--- config.mk ---
export PLATFORM = sky130hd
export DESIGN_NAME = mem_port_ctrl
export DESIGN_NICKNAME = d
export VERILOG_FILES = /design/src/rtl/mem_port_ctrl_pkg.sv /design/src/rtl/mem_lat_counter.sv /design/src/rtl/mem_port_ctrl.sv
export SDC_FILE = /design/constraint.sdc
export NUM_CORES = 1
export LEC_CHECK = 0
export ABC_AREA = 1
export CORE_MARGIN = 1
export CORE_UTILIZATION = 43
export CTS_CLUSTER_DIAMETER = 80
export DETAILED_ROUTE_END_ITERATION = 8
export GPL_TIMING_DRIVEN = 1
export PLACE_DENSITY_LB_ADDON = 0.1
export SETUP_SLACK_MARGIN = 0.2
export SLEW_MARGIN = 0
export SYNTH_ARGS = -nofsm -noshare
export SYNTH_HDL_FRONTEND = slang
export SYNTH_HIERARCHICAL = 1
export SYNTH_SLANG_ARGS = --single-unit
--- constraint.sdc ---
create_clock -name Clk -period 1.7 [get_ports Clk]
set_clock_uncertainty 0.15 [all_clocks]
set_input_delay 0.255 -clock Clk [delete_from_list [all_inputs] [get_ports Clk]]
set_output_delay 0.255 -clock Clk [all_outputs]
set_load 0.02 [all_outputs]
--- src/rtl/mem_port_ctrl_pkg.sv ---
// Shared definitions for the memory port sequencer: FSM state encoding and
// the width rule for the wait-cycle counter.
package mem_port_ctrl_pkg;

   typedef enum logic [1:0] {
      ST_IDLE    = 2'd0,
      ST_RD_WAIT = 2'd1,
      ST_WR_WAIT = 2'd2,
      ST_DONE    = 2'd3
   } state_e;

   // Wide enough to hold the larger latency minus one without wrapping.
   function automatic int cnt_width(input int rd_lat, input int wr_lat);
      int max_lat;
      max_lat = (rd_lat > wr_lat) ? rd_lat : wr_lat;
      return $clog2(max_lat) + 1;
   endfunction

endpackage

--- src/rtl/mem_lat_counter.sv ---
// Down-counter timing the wait phase of a memory access; loaded on accept,
// decremented while waiting, saturating at zero.
module mem_lat_counter #(
   parameter int CNT_W = 2
) (
   input  logic             clk_i,
   input  logic             rst_ni,
   input  logic [CNT_W-1:0] load_val_i,
   input  logic             load_i,
   input  logic             dec_i,
   output logic             zero_o
);

   logic [CNT_W-1:0] cnt_q;
   logic [CNT_W-1:0] cnt_d;

   always_comb begin
      cnt_d = cnt_q;
      if (load_i) begin
         cnt_d = load_val_i;
      end else if (dec_i && (cnt_q != '0)) begin
         cnt_d = cnt_q - CNT_W'(1);
      end
   end

   always_ff @(posedge clk_i or negedge rst_ni) begin
      if (!rst_ni) begin
         cnt_q <= '0;
      end else begin
         cnt_q <= cnt_d;
      end
   end

   assign zero_o = (cnt_q == '0);

endmodule

--- src/rtl/mem_port_ctrl.sv ---
// Memory access sequencer: accepts a read or write request in IDLE, holds the
// memory strobe for the configured latency, then pulses Done for one cycle.
module mem_port_ctrl
   import mem_port_ctrl_pkg::*;
#(
   parameter int WIDTH      = 8,
   parameter int ADDR_WIDTH = 8,
   parameter int RD_LAT     = 2,
   parameter int WR_LAT     = 1
) (
   input  logic                  Clk,
   input  logic                  Rst_n,
   input  logic [ADDR_WIDTH-1:0] Addr,
   input  logic [WIDTH-1:0]      BusIn,
   input  logic                  RdReq,
   input  logic                  WrReq,
   output logic                  Busy,
   output logic                  Done,
   output logic [WIDTH-1:0]      DataOut,
   output logic [ADDR_WIDTH-1:0] MemAddr,
   output logic [WIDTH-1:0]      MemWData,
   output logic                  MemRE,
   output logic                  MemWE,
   input  logic [WIDTH-1:0]      MemRData
);

   localparam int               CNT_W   = cnt_width(RD_LAT, WR_LAT);
   localparam logic [CNT_W-1:0] RD_LOAD = CNT_W'(RD_LAT - 1);
   localparam logic [CNT_W-1:0] WR_LOAD = CNT_W'(WR_LAT - 1);

   state_e                state_q;
   logic [ADDR_WIDTH-1:0] addr_q;
   logic [WIDTH-1:0]      wdata_q;
   logic [WIDTH-1:0]      dout_q;
   logic                  busy_q;
   logic                  done_q;
   logic                  re_q;
   logic                  we_q;

   logic                  accept_d;
   logic                  cnt_load_d;
   logic                  cnt_dec_d;
   logic [CNT_W-1:0]      cnt_val_d;
   logic                  cnt_zero;

   // Write has priority when both requests arrive together.
   always_comb begin
      accept_d   = (state_q == ST_IDLE) && (RdReq || WrReq);
      cnt_load_d = accept_d;
      cnt_val_d  = WrReq ? WR_LOAD : RD_LOAD;
      cnt_dec_d  = (state_q == ST_RD_WAIT) || (state_q == ST_WR_WAIT);
   end

   mem_lat_counter #(
      .CNT_W (CNT_W)
   ) u_lat_cnt (
      .clk_i      (Clk),
      .rst_ni     (Rst_n),
      .load_val_i (cnt_val_d),
      .load_i     (cnt_load_d),
      .dec_i      (cnt_dec_d),
      .zero_o     (cnt_zero)
   );

   always_ff @(posedge Clk or negedge Rst_n) begin
      if (!Rst_n) begin
         state_q <= ST_IDLE;
         addr_q  <= '0;
         wdata_q <= '0;
         dout_q  <= '0;
         busy_q  <= 1'b0;
         done_q  <= 1'b0;
         re_q    <= 1'b0;
         we_q    <= 1'b0;
      end else begin
         case (state_q)
            ST_IDLE: begin
               if (WrReq) begin
                  addr_q  <= Addr;
                  wdata_q <= BusIn;
                  state_q <= ST_WR_WAIT;
                  busy_q  <= 1'b1;
                  we_q    <= 1'b1;
               end else if (RdReq) begin
                  addr_q  <= Addr;
                  state_q <= ST_RD_WAIT;
                  busy_q  <= 1'b1;
                  re_q    <= 1'b1;
               end
            end
            ST_RD_WAIT: begin
               if (cnt_zero) begin
                  dout_q  <= MemRData;
                  state_q <= ST_DONE;
                  re_q    <= 1'b0;
                  done_q  <= 1'b1;
               end
            end
            ST_WR_WAIT: begin
               if (cnt_zero) begin
                  state_q <= ST_DONE;
                  we_q    <= 1'b0;
                  done_q  <= 1'b1;
               end
            end
            ST_DONE: begin
               state_q <= ST_IDLE;
               busy_q  <= 1'b0;
               done_q  <= 1'b0;
            end
            default: begin
               state_q <= ST_IDLE;
               busy_q  <= 1'b0;
               done_q  <= 1'b0;
               re_q    <= 1'b0;
               we_q    <= 1'b0;
            end
         endcase
      end
   end

   assign Busy     = busy_q;
   assign Done     = done_q;
   assign MemRE    = re_q;
   assign MemWE    = we_q;
   assign DataOut  = dout_q;
   assign MemAddr  = addr_q;
   assign MemWData = wdata_q;

endmodule

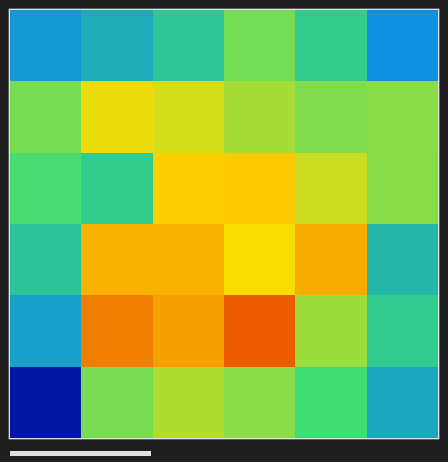
Fig. 1. Cell density map.
Scale bar: 20 um. 6 x 6 tiles, from dark blue (low) to red (high), 0 to 100% covered.
fullest tile = 90%
mean over tiles = 58%
tiles over 75% full = 22%

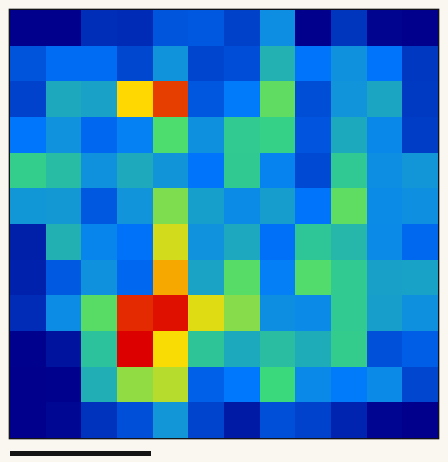
Fig. 2. Signal metal coverage by tile.
Scale bar: 20 um. 12 x 12 tiles, from dark blue (low) to red (high), scaled to the fullest tile. Values are wire area over tile area, all layers added.
nearly empty tiles = 8.3%
tiles over half the peak = 13%
fullest tile = 0.49
mean over tiles = 0.15
emptiest ninth of the die = top right
Avg WL per Cell: 11.62 um
Tot GR Track Use: 0.2054

==> Changelog: implementation <==
### Physical design

* Drt first pass iters at 4
* Syn_nets at approximately 210
* Simple-gate area share of the yosys netlist at 0.3263
* Clock period minus worst slack at 1.466 ns
* Syn Inst Count at between 150 and 200
* Power Dens Cells at 1931 mW/mm^2
* Adder Area Share at 0.05059
* Sequential group share of total power at 0.316
* Seq cells at 32
* Non-clk bufs at 62
* Setup TNS at 0 ns
* Int Power at roughly 2400 uW
* Diodes inserted at 0
* Total clock sinks at 32
* Ordered list of cells on the worst path: dlygate4sd2_1
* Synth-to-Final Area Change at 47.64%
* DR DRC count at 0
* Most frequent cells in the layout: nand2_1, dfrtp_1, clkdlybuf4s50_1, dlygate4sd2_1, nand3_1
* Final Slew Violations at 0
* # H-tree levels at 2
* Postcts setup bufs at 0
* Via count at ~1,300
* Final hold violation count at 0
* Most used logic cell in the final layout: nand2_1
* Post-synth area hogs: dfrtp_1, nand2_1, ha_1
* Slowest library cell on the worst path: dfrtp_1
* Yosys chip area at 0.001484 mm^2
* Comb power at about 2300 uW
* Xor+xnor area frac at 0
* Sw frac at 0.4399
* Post-synth EDFFs at 0
* Register area at between 800 and 900 um^2
* Worst flop-to-flop path endpoint: state_q[0]$_DFFE_PN0P_
* # Taps at roughly 44
* Dominant kind of cell: registers
* Post-synth top area cell: dfrtp_1
* Die Area at 0.003690 mm^2
* Tool warnings at 30
* Vias in the first global route at roughly 1,300
* Clock network power share at 0.134
* Flop-to-flop setup slack at approximately 0.28 ns
* Cts repair resizes at 32
* Leak Pwr at ~0.0012 uW
* Initial antenna violation count at 0
* Mean post-synth cell area at 8.290 um^2
* CTS tree: built
* Yosys aoi share at 0.02108
* Clock Power at 565 uW
* Post-synth seq share at 0.5396
* Post-synthesis cell area at 0.001484 mm^2
* Sequential power at between 1000 and 1500 uW
* Crit path buf inv count at 1
* Routability cong. at approximately 0.82
* Async S/R FF share, synth at 1.000
* Final clock-cell share at 0.03484
* R2R depth at 7
* # IOs at 56
* Most frequent cells after synthesis: nand2_1, dfrtp_1, nand3_1, inv_1, ha_1
* Status: finished, final reports clean
* Clkbuf count at 6
* DR iter-0 viols at 35
* Multiplexer share at 0
* Initial Util at 0.4706
* VDD IR max at ~1.1 mV
* # fillers at 272
* RSZ-0062 raised after global routing: false
* Clk buf depth at 2
* Data required, critical path at around 1.3 ns
* Placed cells at roughly 280
* Crit path DAT at between 1 and 1.5 ns
* Final ANT Viol Nets at 0
* CTS Hold Bufs at 0
* CTS clk-pin slew, worst paths at about 0.10 ns
* Worst setup path endpoint: DataOut[4]
* Logic area at between 600 and 700 um^2
* Combinational Power Share at 0.551
* Post-Route WL at 3382 um
* Overall power at approximately 4200 uW
* Cell family with most CP delay: flip-flops
* CP max FO at 2
* CP startpoint kind: flip-flop
* Non-Filler Instances at around 290
* Count leader, synth: nand2_1
* Die Wd at about 61 um
* Inverters at 17
* Switching pwr at between 1500 and 2000 uW
* Crit path depth at 1
* Comb gates at approximately 130
* CTS Buf Count at 5
* Root buf cell: clkbuf_4
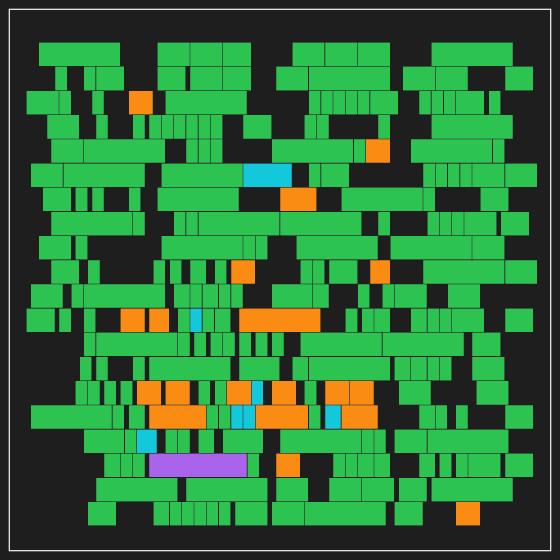
Fig. 3. Cell sizes after repair.
orange -> x3 and x4  # cells 19, share 7.7%
purple -> x6 and larger  # cells 1, share 0.40%
cyan -> x2  # cells 7, share 2.8%
green -> x1 and smaller  # cells 220, share 89%

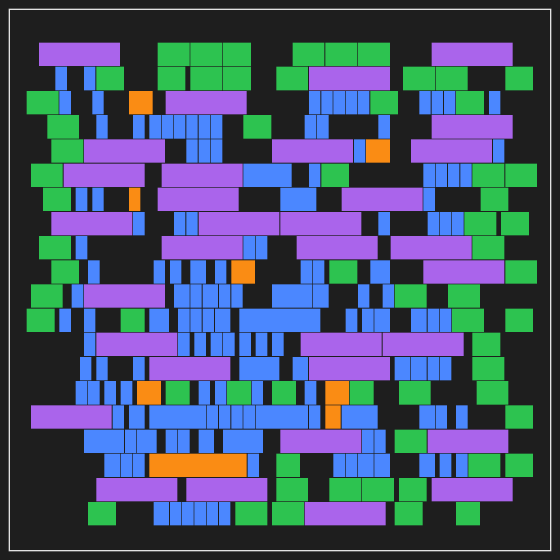
Fig. 4. Placed cells, one colour a class.
green -> remaining buffers and delay cells  # cells 62, share of their area 27%
purple -> registers  # cells 32, share of their area 37%
blue -> remaining logic cells  # cells 145, share of their area 32%
orange -> clock drivers and dummy loads  # cells 8, share of their area 3.6%
Seq/total area: 0.3655
post-route cell area: 0.002191 mm^2
core area: 0.003153 mm^2
Rows: 20
post-layout util: 0.6948

==> per-stage QoR <==
step / setup slack [ns] / hold slack, ns / instance area (um^2)
3_5_place_dp: 0.1062 / 0.3076 / 2105
2_1_floorplan: 0.2377 / -0.1906 / 1484
5_1_grt: 0.1966 / 0.1960 / 2191
4_1_cts: 0.2090 / 0.1775 / 2163
6_report: 0.2339 / 0.1685 / 2191
3_3_place_gp: 0.1339 / 0.3052 / 2105
==> state kept, by name, summed over array words and instances (netlist names) <==
register	cells
Busy	1
DataOut	8
Done	1
MemAddr	8
MemRE	1
MemWData	8
MemWE	1
state_q	2
u_lat_cnt/cnt_q	2
==> layer usage <==
layer	up-vias	GRT usage	routed length (um)
met5	-	0	0
li1	679	-	-
met3	8	0.06610	246
met1	602	0.2421	1372
met4	0	0.1006	57
met2	49	0.3391	1704
Power is estimated from default activity; no workload was simulated.
